--- src/rtl/gates_logic_unit.sv ---
// gates_logic_unit: two-stage pipelined bitwise gate unit with valid/ready handshakes.
// Stage 1 captures op/a/b. Stage 2 holds the computed result, which drives out_data.
// Optional feature macro: GATES_LU_FLAGS_EN. When it is defined, {parity, all_ones, zero}
// flags are registered alongside the result. When it is undefined, out_flags reads 3'b000.
`timescale 1ns/1ps

module gates_logic_unit #(
  parameter int WIDTH = 8
) (
  input  logic             clk,
  input  logic             rst_n,
  input  logic             in_valid,
  output logic             in_ready,
  input  logic [2:0]       op,
  input  logic [WIDTH-1:0] a,
  input  logic [WIDTH-1:0] b,
  output logic             out_valid,
  input  logic             out_ready,
  output logic [WIDTH-1:0] out_data,
  output logic [2:0]       out_flags
);

  // Bitwise gate evaluation. NOT and BUF use only operand a.
  function automatic logic [WIDTH-1:0] gate_eval(input logic [2:0]       f_op,
                                                 input logic [WIDTH-1:0] f_a,
                                                 input logic [WIDTH-1:0] f_b);
    logic [WIDTH-1:0] r;
    r = {WIDTH{1'b0}};
    case (f_op)
      3'd0:    r = f_a & f_b;
      3'd1:    r = f_a | f_b;
      3'd2:    r = ~f_a;
      3'd3:    r = ~(f_a & f_b);
      3'd4:    r = ~(f_a | f_b);
      3'd5:    r = f_a ^ f_b;
      3'd6:    r = ~(f_a ^ f_b);
      3'd7:    r = f_a;
      default: r = {WIDTH{1'b0}};
    endcase
    return r;
  endfunction

`ifdef GATES_LU_FLAGS_EN
  // Result flags: {even/odd parity, all ones, zero}.
  function automatic logic [2:0] flags_eval(input logic [WIDTH-1:0] r);
    return {^r, &r, ~|r};
  endfunction
`endif

  logic             s1_valid_q, s1_valid_d;
  logic [2:0]       s1_op_q,    s1_op_d;
  logic [WIDTH-1:0] s1_a_q,     s1_a_d;
  logic [WIDTH-1:0] s1_b_q,     s1_b_d;
  logic             s2_valid_q, s2_valid_d;
  logic [WIDTH-1:0] s2_data_q,  s2_data_d;
`ifdef GATES_LU_FLAGS_EN
  logic [2:0]       s2_flags_q, s2_flags_d;
`endif

  logic s2_adv;
  logic s1_adv;

  // A stage may advance when it is empty or the stage downstream of it is moving.
  // in_ready depends only on pipeline occupancy and out_ready, never on in_valid.
  assign s2_adv   = !s2_valid_q || out_ready;
  assign s1_adv   = !s1_valid_q || s2_adv;
  assign in_ready = s1_adv;

  // Next-state logic for both pipeline stages. Each stage holds its value unless it advances.
  always_comb begin
    s1_valid_d = s1_valid_q;
    s1_op_d    = s1_op_q;
    s1_a_d     = s1_a_q;
    s1_b_d     = s1_b_q;
    s2_valid_d = s2_valid_q;
    s2_data_d  = s2_data_q;
`ifdef GATES_LU_FLAGS_EN
    s2_flags_d = s2_flags_q;
`endif

    if (s2_adv) begin
      s2_valid_d = s1_valid_q;
      if (s1_valid_q) begin
        s2_data_d = gate_eval(s1_op_q, s1_a_q, s1_b_q);
`ifdef GATES_LU_FLAGS_EN
        s2_flags_d = flags_eval(gate_eval(s1_op_q, s1_a_q, s1_b_q));
`endif
      end else begin
        s2_data_d = s2_data_q;
      end
    end else begin
      s2_valid_d = s2_valid_q;
    end

    if (s1_adv) begin
      s1_valid_d = in_valid;
      if (in_valid) begin
        s1_op_d = op;
        s1_a_d  = a;
        s1_b_d  = b;
      end else begin
        s1_op_d = s1_op_q;
      end
    end else begin
      s1_valid_d = s1_valid_q;
    end
  end

  // Pipeline registers. The asynchronous reset discards all in-flight beats.
  always_ff @(posedge clk or negedge rst_n) begin
    if (!rst_n) begin
      s1_valid_q <= 1'b0;
      s1_op_q    <= 3'd0;
      s1_a_q     <= {WIDTH{1'b0}};
      s1_b_q     <= {WIDTH{1'b0}};
      s2_valid_q <= 1'b0;
      s2_data_q  <= {WIDTH{1'b0}};
`ifdef GATES_LU_FLAGS_EN
      s2_flags_q <= 3'b000;
`endif
    end else begin
      s1_valid_q <= s1_valid_d;
      s1_op_q    <= s1_op_d;
      s1_a_q     <= s1_a_d;
      s1_b_q     <= s1_b_d;
      s2_valid_q <= s2_valid_d;
      s2_data_q  <= s2_data_d;
`ifdef GATES_LU_FLAGS_EN
      s2_flags_q <= s2_flags_d;
`endif
    end
  end

  assign out_valid = s2_valid_q;
  assign out_data  = s2_data_q;
`ifdef GATES_LU_FLAGS_EN
  assign out_flags = s2_flags_q;
`else
  assign out_flags = 3'b000;
`endif

endmodule

--- config.mk ---
export PLATFORM = sky130hd
export DESIGN_NAME = gates_logic_unit
export DESIGN_NICKNAME = d
export VERILOG_FILES = /design/src/rtl/gates_logic_unit.sv
export SDC_FILE = /design/constraint.sdc
export NUM_CORES = 1
export LEC_CHECK = 0
export CAP_MARGIN = 40
export CORE_MARGIN = 4
export CORE_UTILIZATION = 52
export CTS_CLUSTER_DIAMETER = 40
export DETAILED_ROUTE_END_ITERATION = 10
export GPL_TIMING_DRIVEN = 0
export PLACE_DENSITY = 0.8
export SLEW_MARGIN = 20
export SYNTH_ARGS = -nofsm -noshare
export SYNTH_HDL_FRONTEND = slang
export SYNTH_SLANG_ARGS = --single-unit
--- constraint.sdc ---
create_clock -name clk -period 2 [get_ports clk]
set_input_delay 0.6 -clock clk [delete_from_list [all_inputs] [get_ports clk]]
set_output_delay 0.6 -clock clk [all_outputs]
set_load 0.01 [all_outputs]
Figure 1. Clock nets.
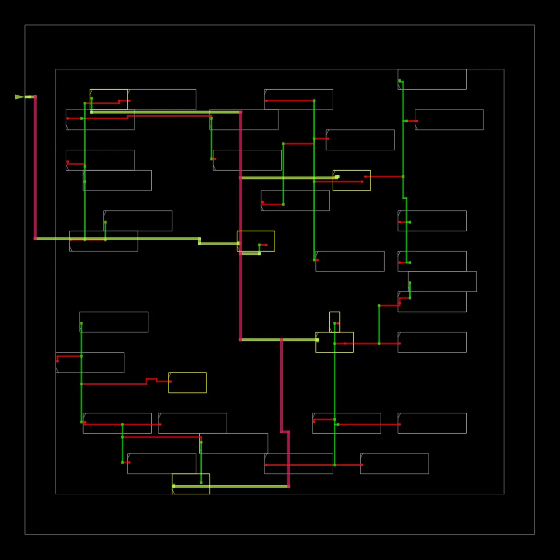
registers: 29
Clk. pwr: 0.487 mW
clock buffers: 7

Figure 2. Cell sizes after repair.
Scale: 6 px per um.
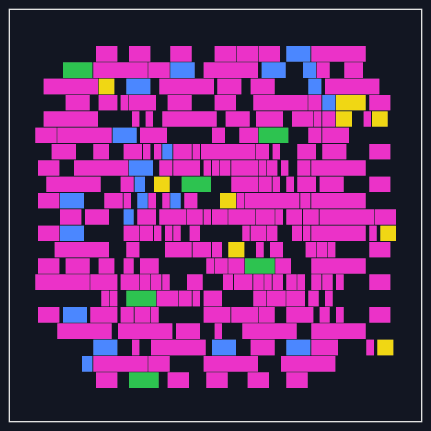
magenta -> drive 1 or less  # cells 198, share 85%
blue -> drive 2  # cells 21, share 9.0%
yellow -> drive 3 to 4  # cells 9, share 3.8%
green -> drive 6 and up  # cells 6, share 2.6%
final worst slack: 0.115 ns
fin area: 2380 um^2
bufs w/o clock: 48
P&R area growth vs syn: 25.0%

Figure 3. Wire density map.
Scale: 6 px per um. 14 x 14 tiles, from black (low) to pale yellow (high), scaled to the fullest tile. Values are wire area over tile area, all layers added.
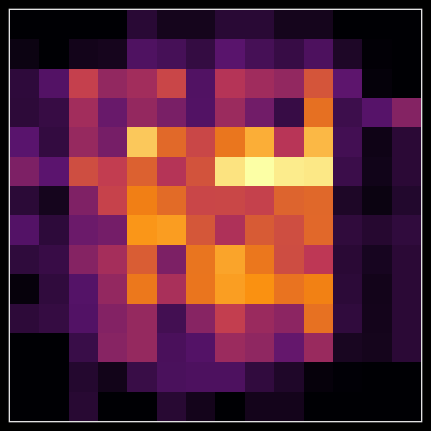
fullest tile = 0.49
densest ninth of the die = middle
mean over tiles = 0.14
nearly empty tiles = 15%
tiles over half the peak = 23%
via count: 1554
Routed WL per cell: 14.4 um
routed wire length: 4030 um
GRT Total Usage: 19.7%

==> impl_metrics.csv <==
group,metric,value,unit
run_status,status,"finished, final reports clean",
setup_path,crit_end,"in_ready",
logic_synthesis,topCombFamilyByArea,"AND-OR/OR-AND gates",
sta,hold_violations,0,
setup_path,cp_max_fo,3,
floorplanning,core,3440,um^2
cells_and_area,clock_area_share,3.63,%
floorplanning,initCoreUtil,55.3,%
cells_and_area,mostFrequentLayoutCells,"29 x clkdlybuf4s50_1, 29 x dfrtp_1, 17 x inv_1",
power,p_sw,0.675,mW
sta,fmax,530,MHz
setup_path,slowest_stage,"dlygate4sd2_1",
logic_synthesis,ys_chip_area,1900,um^2
global_route,antenna_found_initial,0,
cells_and_area,comb_area,1030,um^2
cells_and_area,comb_share,43.5,%
setup_path,cp_cell_sequence,"dlygate4sd2_1 -> nor2b_4 -> nand2_2 -> clkdlybuf4s15_2",
cells_and_area,inverters,17,
placed_design,post_dp_cell_area,2280,um^2
cts,clkTransAtPathRegs,0.06,ns
logic_synthesis,syn_inst,192,
run,maxCapViolCount,0,
cells_and_area,fin_util,69.1,%
routing,antenna_left,0,
sta,skew,0.00696,ns
routing,drt_pass1_iterations,4,
global_route,use_met2,28.5,%
logic_synthesis,synth_area,1900,um^2
global_route,use_met3,6.16,%
setup_path,timing.rr.start,"s1_a_q[3]",
logic_synthesis,synth_flops,29,
cts,root_buffer,"clkbuf_8",
cts,clock_path_buffers,2,
routing,viasPerCell,5.55,
cells_and_area,logic_gates,133,
setup_path,r2r_end,"out_data[3]",
floorplanning,dieWidth,68.5,um
cts,post-cts-setup-buffer-count,1,
Power and IR drop assume default switching activity.
